### Clock wiring as the flow saved it, run 1

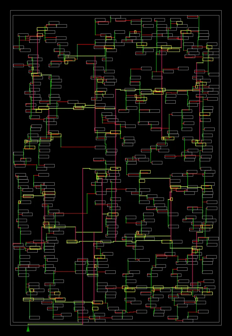
### Nets reached from selected ports, run 1

The bar under the picture is 50 um long.
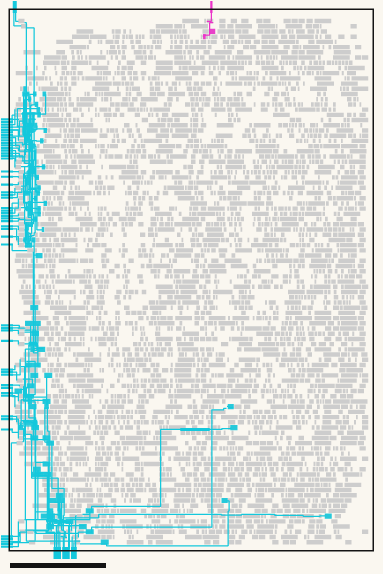
### Cell sizes after repair, run 1

The bar under the picture is 50 um long.
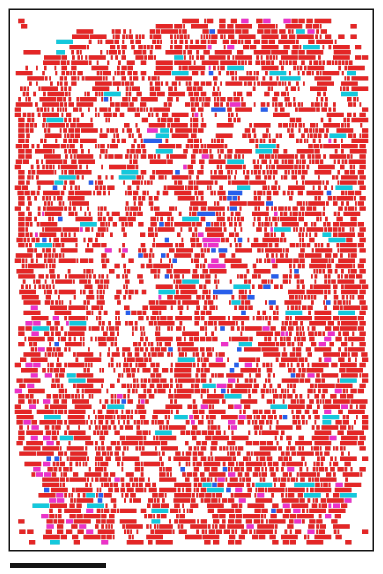
--- src/rtl/div_unit_ctrl_pkg.sv ---
// Purpose: shared types and constants for the divide sequencer and its divider.
// Latency: n/a (types and pure functions only).
// Backpressure: n/a.
package div_unit_ctrl_pkg;

    typedef logic [63:0] u64;

    typedef enum logic [1:0] {
        OP_DIV  = 2'd0,
        OP_DIVU = 2'd1,
        OP_REM  = 2'd2,
        OP_REMU = 2'd3
    } div_op_t;

    localparam int DIV_LATENCY_DEFAULT = 66;

    function automatic u64 sext32(input logic [31:0] v);
        return {{32{v[31]}}, v};
    endfunction

    function automatic logic op_is_signed(input div_op_t op);
        return (op == OP_DIV) || (op == OP_REM);
    endfunction

    function automatic logic op_is_div(input div_op_t op);
        return (op == OP_DIV) || (op == OP_DIVU);
    endfunction

endpackage

--- src/rtl/div_unit_ctrl_if.sv ---
// Purpose: request/response handshake bundle between the pipeline and div_unit_ctrl.
// Latency: n/a (wires only).
// Backpressure: req_valid/req_ready on the request side, resp_valid/resp_ready on the response side.
// Ports: flush, req_{valid,ready,op,word,a,b,tag}, resp_{valid,ready,data,tag}.
interface div_unit_ctrl_if
    import div_unit_ctrl_pkg::*;
#(
    parameter int TAG_W = 5
);
    logic             flush;
    logic             req_valid;
    logic             req_ready;
    div_op_t          req_op;
    logic             req_word;
    u64               req_a;
    u64               req_b;
    logic [TAG_W-1:0] req_tag;
    logic             resp_valid;
    logic             resp_ready;
    u64               resp_data;
    logic [TAG_W-1:0] resp_tag;

    modport master (
        output flush, req_valid, req_op, req_word, req_a, req_b, req_tag, resp_ready,
        input  req_ready, resp_valid, resp_data, resp_tag
    );

    modport slave (
        input  flush, req_valid, req_op, req_word, req_a, req_b, req_tag, resp_ready,
        output req_ready, resp_valid, resp_data, resp_tag
    );
endinterface

--- src/rtl/divider_top.sv ---
// Purpose: 64-bit radix-2 restoring divider; restarts whenever valid rises after being low.
// Latency: c holds the final result 66 cycles after valid first goes high, then stays put.
// Backpressure: none; valid must stay high for the whole operation, dropping it aborts.
// Ports: clk, reset (async active-low), valid, b (dividend), a (divisor),
//        is_signed, get_div (1: quotient, 0: remainder), c (result).
module divider_top
    import div_unit_ctrl_pkg::*;
(
    input  logic clk,
    input  logic reset,
    input  logic valid,
    input  u64   b,
    input  u64   a,
    input  logic is_signed,
    input  logic get_div,
    output u64   c
);
    logic       active_q,  active_d;
    logic [6:0] iter_q,    iter_d;
    u64         rem_q,     rem_d;
    u64         quo_q,     quo_d;
    u64         dvs_q,     dvs_d;
    logic       neg_quo_q, neg_quo_d;
    logic       neg_rem_q, neg_rem_d;
    logic       get_div_q, get_div_d;

    logic [64:0] shifted;
    logic [64:0] diff;

    always_comb begin
        active_d  = active_q;
        iter_d    = iter_q;
        rem_d     = rem_q;
        quo_d     = quo_q;
        dvs_d     = dvs_q;
        neg_quo_d = neg_quo_q;
        neg_rem_d = neg_rem_q;
        get_div_d = get_div_q;

        // Partial remainder is always below the divisor, so shifted < 2*divisor and
        // bit 64 of the difference is a clean borrow flag.
        shifted = {rem_q, quo_q[63]};
        diff    = shifted - {1'b0, dvs_q};

        if (!valid) begin
            active_d = 1'b0;
        end else if (!active_q) begin
            // Cycle 0: load magnitudes and remember the result signs.
            active_d  = 1'b1;
            iter_d    = 7'd0;
            rem_d     = '0;
            quo_d     = (is_signed && b[63]) ? -b : b;
            dvs_d     = (is_signed && a[63]) ? -a : a;
            neg_quo_d = is_signed && (a[63] ^ b[63]);
            neg_rem_d = is_signed && b[63];
            get_div_d = get_div;
        end else if (iter_q != 7'd64) begin
            // Cycles 1..64: one quotient bit each; afterwards the registers hold.
            iter_d = iter_q + 7'd1;
            if (!diff[64]) begin
                rem_d = diff[63:0];
                quo_d = {quo_q[62:0], 1'b1};
            end else begin
                rem_d = shifted[63:0];
                quo_d = {quo_q[62:0], 1'b0};
            end
        end

        c = get_div_q ? (neg_quo_q ? -quo_q : quo_q)
                      : (neg_rem_q ? -rem_q : rem_q);
    end

    always_ff @(posedge clk or negedge reset) begin
        if (!reset) begin
            active_q  <= 1'b0;
            iter_q    <= '0;
            rem_q     <= '0;
            quo_q     <= '0;
            dvs_q     <= '0;
            neg_quo_q <= 1'b0;
            neg_rem_q <= 1'b0;
            get_div_q <= 1'b0;
        end else begin
            active_q  <= active_d;
            iter_q    <= iter_d;
            rem_q     <= rem_d;
            quo_q     <= quo_d;
            dvs_q     <= dvs_d;
            neg_quo_q <= neg_quo_d;
            neg_rem_q <= neg_rem_d;
            get_div_q <= get_div_d;
        end
    end
endmodule

--- src/rtl/div_unit_ctrl.sv ---
// Purpose: execute-stage sequencer for RV64M DIV/DIVU/REM/REMU(+W); resolves /0 and overflow inline.
// Latency: DIV_LATENCY+1 cycles accept->resp_valid via the divider, 1 cycle for bypassed cases.
// Backpressure: one op at a time; req_ready only in IDLE, response held until resp_ready.
// Ports: clk, reset (async active-low), io (div_unit_ctrl_if.slave: flush, req_*, resp_*).
module div_unit_ctrl
    import div_unit_ctrl_pkg::*;
#(
    parameter int DIV_LATENCY = DIV_LATENCY_DEFAULT,
    parameter int TAG_W       = 5
) (
    input  logic            clk,
    input  logic            reset,
    div_unit_ctrl_if.slave  io
);
    localparam logic [1:0] S_IDLE = 2'd0;
    localparam logic [1:0] S_BUSY = 2'd1;
    localparam logic [1:0] S_DONE = 2'd2;

    localparam int              CNT_W    = $clog2(DIV_LATENCY);
    localparam logic [CNT_W-1:0] CNT_LAST = CNT_W'(DIV_LATENCY - 1);

    logic [1:0]       state_q, state_d;
    logic [CNT_W-1:0] cnt_q,   cnt_d;
    div_op_t          op_q,    op_d;
    logic             word_q,  word_d;
    u64               a_q,     a_d;
    u64               b_q,     b_d;
    logic [TAG_W-1:0] tag_q,   tag_d;
    u64               data_q,  data_d;
    logic [TAG_W-1:0] rtag_q,  rtag_d;

    logic div_valid;
    u64   div_c;
    logic req_signed, req_div;
    u64   a_ext, b_ext, byp_res;
    logic div0, ovf;

    always_comb begin
        req_signed = op_is_signed(io.req_op);
        req_div    = op_is_div(io.req_op);

        // W forms: widen the low word so the 64-bit datapath yields the 32-bit answer.
        a_ext = io.req_word ? (req_signed ? sext32(io.req_a[31:0]) : {32'b0, io.req_a[31:0]}) : io.req_a;
        b_ext = io.req_word ? (req_signed ? sext32(io.req_b[31:0]) : {32'b0, io.req_b[31:0]}) : io.req_b;

        div0 = (b_ext == '0);
        // Signed W dividend is already sign-extended, so the 32-bit minimum shows up as 0xFFFF_FFFF_8000_0000.
        ovf  = req_signed && (b_ext == '1) &&
               (a_ext == (io.req_word ? 64'hFFFF_FFFF_8000_0000 : 64'h8000_0000_0000_0000));

        if (div0) byp_res = req_div ? '1 : a_ext;
        else      byp_res = req_div ? a_ext : '0;
        if (io.req_word) byp_res = sext32(byp_res[31:0]);

        state_d = state_q;
        cnt_d   = cnt_q;
        op_d    = op_q;
        word_d  = word_q;
        a_d     = a_q;
        b_d     = b_q;
        tag_d   = tag_q;
        data_d  = data_q;
        rtag_d  = rtag_q;

        case (state_q)
            S_IDLE: begin
                if (io.req_valid) begin
                    op_d   = io.req_op;
                    word_d = io.req_word;
                    a_d    = a_ext;
                    b_d    = b_ext;
                    tag_d  = io.req_tag;
                    cnt_d  = '0;
                    if (div0 || ovf) begin
                        data_d  = byp_res;
                        rtag_d  = io.req_tag;
                        state_d = S_DONE;
                    end else begin
                        state_d = S_BUSY;
                    end
                end
            end
            S_BUSY: begin
                if (cnt_q == CNT_LAST) begin
                    data_d  = word_q ? sext32(div_c[31:0]) : div_c;
                    rtag_d  = tag_q;
                    cnt_d   = '0;
                    state_d = S_DONE;
                end else begin
                    cnt_d = cnt_q + 1'b1;
                end
            end
            S_DONE: begin
                if (io.resp_ready) state_d = S_IDLE;
            end
            default: state_d = S_IDLE;
        endcase

        // Flush beats a same-cycle accept or handshake; the visible response regs keep their value.
        if (io.flush) begin
            state_d = S_IDLE;
            cnt_d   = '0;
            data_d  = data_q;
            rtag_d  = rtag_q;
        end
    end

    always_ff @(posedge clk or negedge reset) begin
        if (!reset) begin
            state_q <= S_IDLE;
            cnt_q   <= '0;
            op_q    <= OP_DIV;
            word_q  <= 1'b0;
            a_q     <= '0;
            b_q     <= '0;
            tag_q   <= '0;
            data_q  <= '0;
            rtag_q  <= '0;
        end else begin
            state_q <= state_d;
            cnt_q   <= cnt_d;
            op_q    <= op_d;
            word_q  <= word_d;
            a_q     <= a_d;
            b_q     <= b_d;
            tag_q   <= tag_d;
            data_q  <= data_d;
            rtag_q  <= rtag_d;
        end
    end

    // Dropping valid outside BUSY is what makes the divider restart cleanly after a flush.
    assign div_valid = (state_q == S_BUSY);

    divider_top divider_inst (
        .clk       (clk),
        .reset     (reset),
        .valid     (div_valid),
        .b         (a_q),
        .a         (b_q),
        .is_signed (op_is_signed(op_q)),
        .get_div   (op_is_div(op_q)),
        .c         (div_c)
    );

    assign io.req_ready  = (state_q == S_IDLE);
    assign io.resp_valid = (state_q == S_DONE);
    assign io.resp_data  = data_q;
    assign io.resp_tag   = rtag_q;
endmodule

--- src/flat_wrapper.sv ---
// flat-port wrapper written by rule: the top's interface ports become plain ports
module div_unit_ctrl_flat import div_unit_ctrl_pkg::*;
#(
    parameter int DIV_LATENCY = DIV_LATENCY_DEFAULT,
    parameter int TAG_W       = 5
)
  (clk, reset, io_flush, io_req_valid, io_req_op, io_req_word, io_req_a, io_req_b, io_req_tag, io_resp_ready, io_req_ready, io_resp_valid, io_resp_data, io_resp_tag);
  div_unit_ctrl_if #(.TAG_W(TAG_W)) io_i ();
  input  logic clk;
  input  logic reset;
  input wire logic [$bits(io_i.flush)-1:0] io_flush;
  input wire logic [$bits(io_i.req_valid)-1:0] io_req_valid;
  input wire logic [$bits(io_i.req_op)-1:0] io_req_op;
  input wire logic [$bits(io_i.req_word)-1:0] io_req_word;
  input wire logic [$bits(io_i.req_a)-1:0] io_req_a;
  input wire logic [$bits(io_i.req_b)-1:0] io_req_b;
  input wire logic [$bits(io_i.req_tag)-1:0] io_req_tag;
  input wire logic [$bits(io_i.resp_ready)-1:0] io_resp_ready;
  output wire logic [$bits(io_i.req_ready)-1:0] io_req_ready;
  output wire logic [$bits(io_i.resp_valid)-1:0] io_resp_valid;
  output wire logic [$bits(io_i.resp_data)-1:0] io_resp_data;
  output wire logic [$bits(io_i.resp_tag)-1:0] io_resp_tag;
  assign io_i.flush = io_flush;
  assign io_i.req_valid = io_req_valid;
  assign io_i.req_op = io_req_op;
  assign io_i.req_word = io_req_word;
  assign io_i.req_a = io_req_a;
  assign io_i.req_b = io_req_b;
  assign io_i.req_tag = io_req_tag;
  assign io_i.resp_ready = io_resp_ready;
  assign io_req_ready = io_i.req_ready;
  assign io_resp_valid = io_i.resp_valid;
  assign io_resp_data = io_i.resp_data;
  assign io_resp_tag = io_i.resp_tag;
  div_unit_ctrl #(.DIV_LATENCY(DIV_LATENCY), .TAG_W(TAG_W)) u_core (.clk(clk), .reset(reset), .io(io_i));
endmodule
--- config.mk ---
export PLATFORM = sky130hd
export DESIGN_NAME = div_unit_ctrl_flat
export DESIGN_NICKNAME = d
export VERILOG_FILES = /design/src/rtl/div_unit_ctrl_pkg.sv /design/src/rtl/div_unit_ctrl_if.sv /design/src/rtl/divider_top.sv /design/src/rtl/div_unit_ctrl.sv /design/src/flat_wrapper.sv
export SDC_FILE = /design/constraint.sdc
export NUM_CORES = 1
export LEC_CHECK = 0
export CORE_ASPECT_RATIO = 1.5
export CORE_MARGIN = 2
export CORE_UTILIZATION = 55
export DETAILED_ROUTE_END_ITERATION = 10
export PLACE_DENSITY = 0.76
export REMOVE_ABC_BUFFERS = 1
export SLEW_MARGIN = 20
export SYNTH_ARGS = -nofsm -noshare
export SYNTH_HDL_FRONTEND = slang
export SYNTH_HIERARCHICAL = 1
export SYNTH_SLANG_ARGS = --single-unit
--- constraint.sdc ---
create_clock -name clk -period 5.38 [get_ports clk]
set_input_delay 0.538 -clock clk [delete_from_list [all_inputs] [get_ports clk]]
set_output_delay 0.538 -clock clk [all_outputs]
set_load 0.005 [all_outputs]
==> run_results.csv, run 1 <==
group,metric,value,unit
critical_path,crit_slowest_cell,"or4_1",
critical_path,cp-start-kind,"flip-flop",
cells_and_area,stdcell_count,4197,
power,swShare,0.401,
global_routing,busiest_layer,"met2",
logic_synthesis,ys_top_cells_by_area,"dfrtp_1 37%, o21ai_0 6.3%, a21oi_1 6.2%",
placed_design,dp_slack,579,ps
clock_network,cts_setup_buffers,0,
logic_synthesis,yosys.area.top_type,"dfrtp_1",
clock_network,cts_hold_buf,0,
timing,fmax,202,MHz
global_routing,grt.total_usage,0.332,
logic_synthesis,yosysSeqAreaShare,0.369,
global_routing,grt_pass1_vias,25715,
run,warnings,42,
clock_network,ctsResizeCount,0,
outcome,violations,"negative hold slack",
timing,whs,-9.31,ps
logic_synthesis,compound_area_frac,0.220,
detailed_routing,top_layer_used,"met5",
power,switchingPower,4890,uW
logic_synthesis,synthMuxAreaShare,0.0498,
outcome,status,"finished with violations",
power,power_frac_comb,0.387,
timing,finalHoldViolCount,10,
power,p_seq,4350,uW
-- 'Clock wiring as the flow saved it' (at the start) --
skew final: 14.1 ps
Clk power: 3110 uW

-- 'Nets reached from selected ports' (at the start) --
[cyan] io_req_b | bits: 64 | direction: input | edge: 51 west, 11 south, 2 north | end cells: 102 | buffers: 64 | wire: 3,360 um
[magenta] io_req_valid | bits: 1 | direction: input | edge: north | end cells: 2 | buffers: 1 | wire: 20.2 um
Port-buffer cells: 211
# IOs: 212

-- 'Cell sizes after repair' (at the start) --
[cyan] x6 and larger | cells: 67 | share: 1.9%
[red] x1 and smaller | cells: 3,298 | share: 94%
[magenta] x2 | cells: 105 | share: 3.0%
[blue] x3 and x4 | cells: 57 | share: 1.6%
synth-to-layout area growth: 14.4%
final worst-path setup slack: 436 ps
Repair and plain buffers: 258
Finished Cell Area: 32,400 um2

-- run 1: cell type report --
| class | count | area [um2] | area share |
|---|---|---|---|
| Antenna cell | 1 | 2.50 | 0.0000773 |
| Clock buffer | 66 | 1340 | 0.0412 |
| Clock inverter | 12 | 116 | 0.00359 |
| Inverter | 146 | 548 | 0.0169 |
| Multi-Input combinational cell | 2628 | 16500 | 0.511 |
| Sequential cell | 417 | 10400 | 0.323 |
| Tap cell | 669 | 837 | 0.0259 |
| Timing Repair Buffer | 258 | 2540 | 0.0786 |
## Run 2: what changed since run 1
--- a/config.mk
+++ b/config.mk
@@ -11,7 +11,6 @@
 export DETAILED_ROUTE_END_ITERATION = 10
 export PLACE_DENSITY = 0.76
 export REMOVE_ABC_BUFFERS = 1
-export SLEW_MARGIN = 20
 export SYNTH_ARGS = -nofsm -noshare
 export SYNTH_HDL_FRONTEND = slang
 export SYNTH_HIERARCHICAL = 1
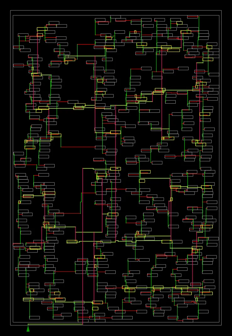
*Clock wiring as the flow saved it, run 2*
Seq cells: 417
number of buffers created by CTS: 43

==> run_results.csv, run 2 <==
group,metric,value,unit
timing,whs,26.2,ps
logic_synthesis,yosys.area.top_type,"dfrtp_1",
detailed_routing,top_layer_used,"met5",
clock_network,ctsResizeCount,0,
power,switchingPower,4890,uW
die,io_pins,212,
timing,skew,13.4,ps
power,p_seq,4350,uW
global_routing,busiest_layer,"met2",
outcome,status,"complete, no violations",
power,power_frac_comb,0.387,
placed_design,portBuffers,211,
run,warnings,42,
cells_and_area,stdcell_count,4197,
power,p_clk,3120,uW
global_routing,grt_pass1_vias,25715,
cells_and_area,stdcell_area,32400,um2
placed_design,dp_slack,579,ps
logic_synthesis,yosysSeqAreaShare,0.369,
power,swShare,0.402,
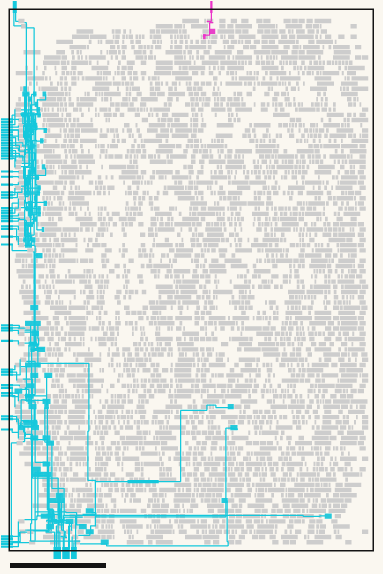
*Nets reached from selected ports, run 2*
The bar under the picture is 50 um long.
[magenta] io_req_valid | bits: 1 | direction: input | edge: north | end cells: 2 | buffers: 1 | wire: 20.2 um
[cyan] io_req_b | bits: 64 | direction: input | edge: 51 west, 11 south, 2 north | end cells: 102 | buffers: 64 | wire: 3,310 um

-- run 2: kinds of logic after synthesis --
kind of cell / Yosys count / share of synthesized area
AND/OR/NAND/NOR: 1023 / 0.171
buffers and inverters: 368 / 0.0500
XOR/XNOR: 311 / 0.0962
adder cells (fa/ha/maj): 105 / 0.0438
AND-OR/OR-AND: 1057 / 0.220
multiplexers: 132 / 0.0498
flip-flops: 417 / 0.369
-- run 2: layout make-up --
class	instances	area [um2]
timing repair buffer	258	2540
fill	4442	18400
antenna	1	2.50
multi-input combinational	2628	16500
clock buffer	66	1340
inverter	146	548
sequential	417	10400
tap	669	837
clock inverter	12	116
Power and IR drop assume default switching activity.
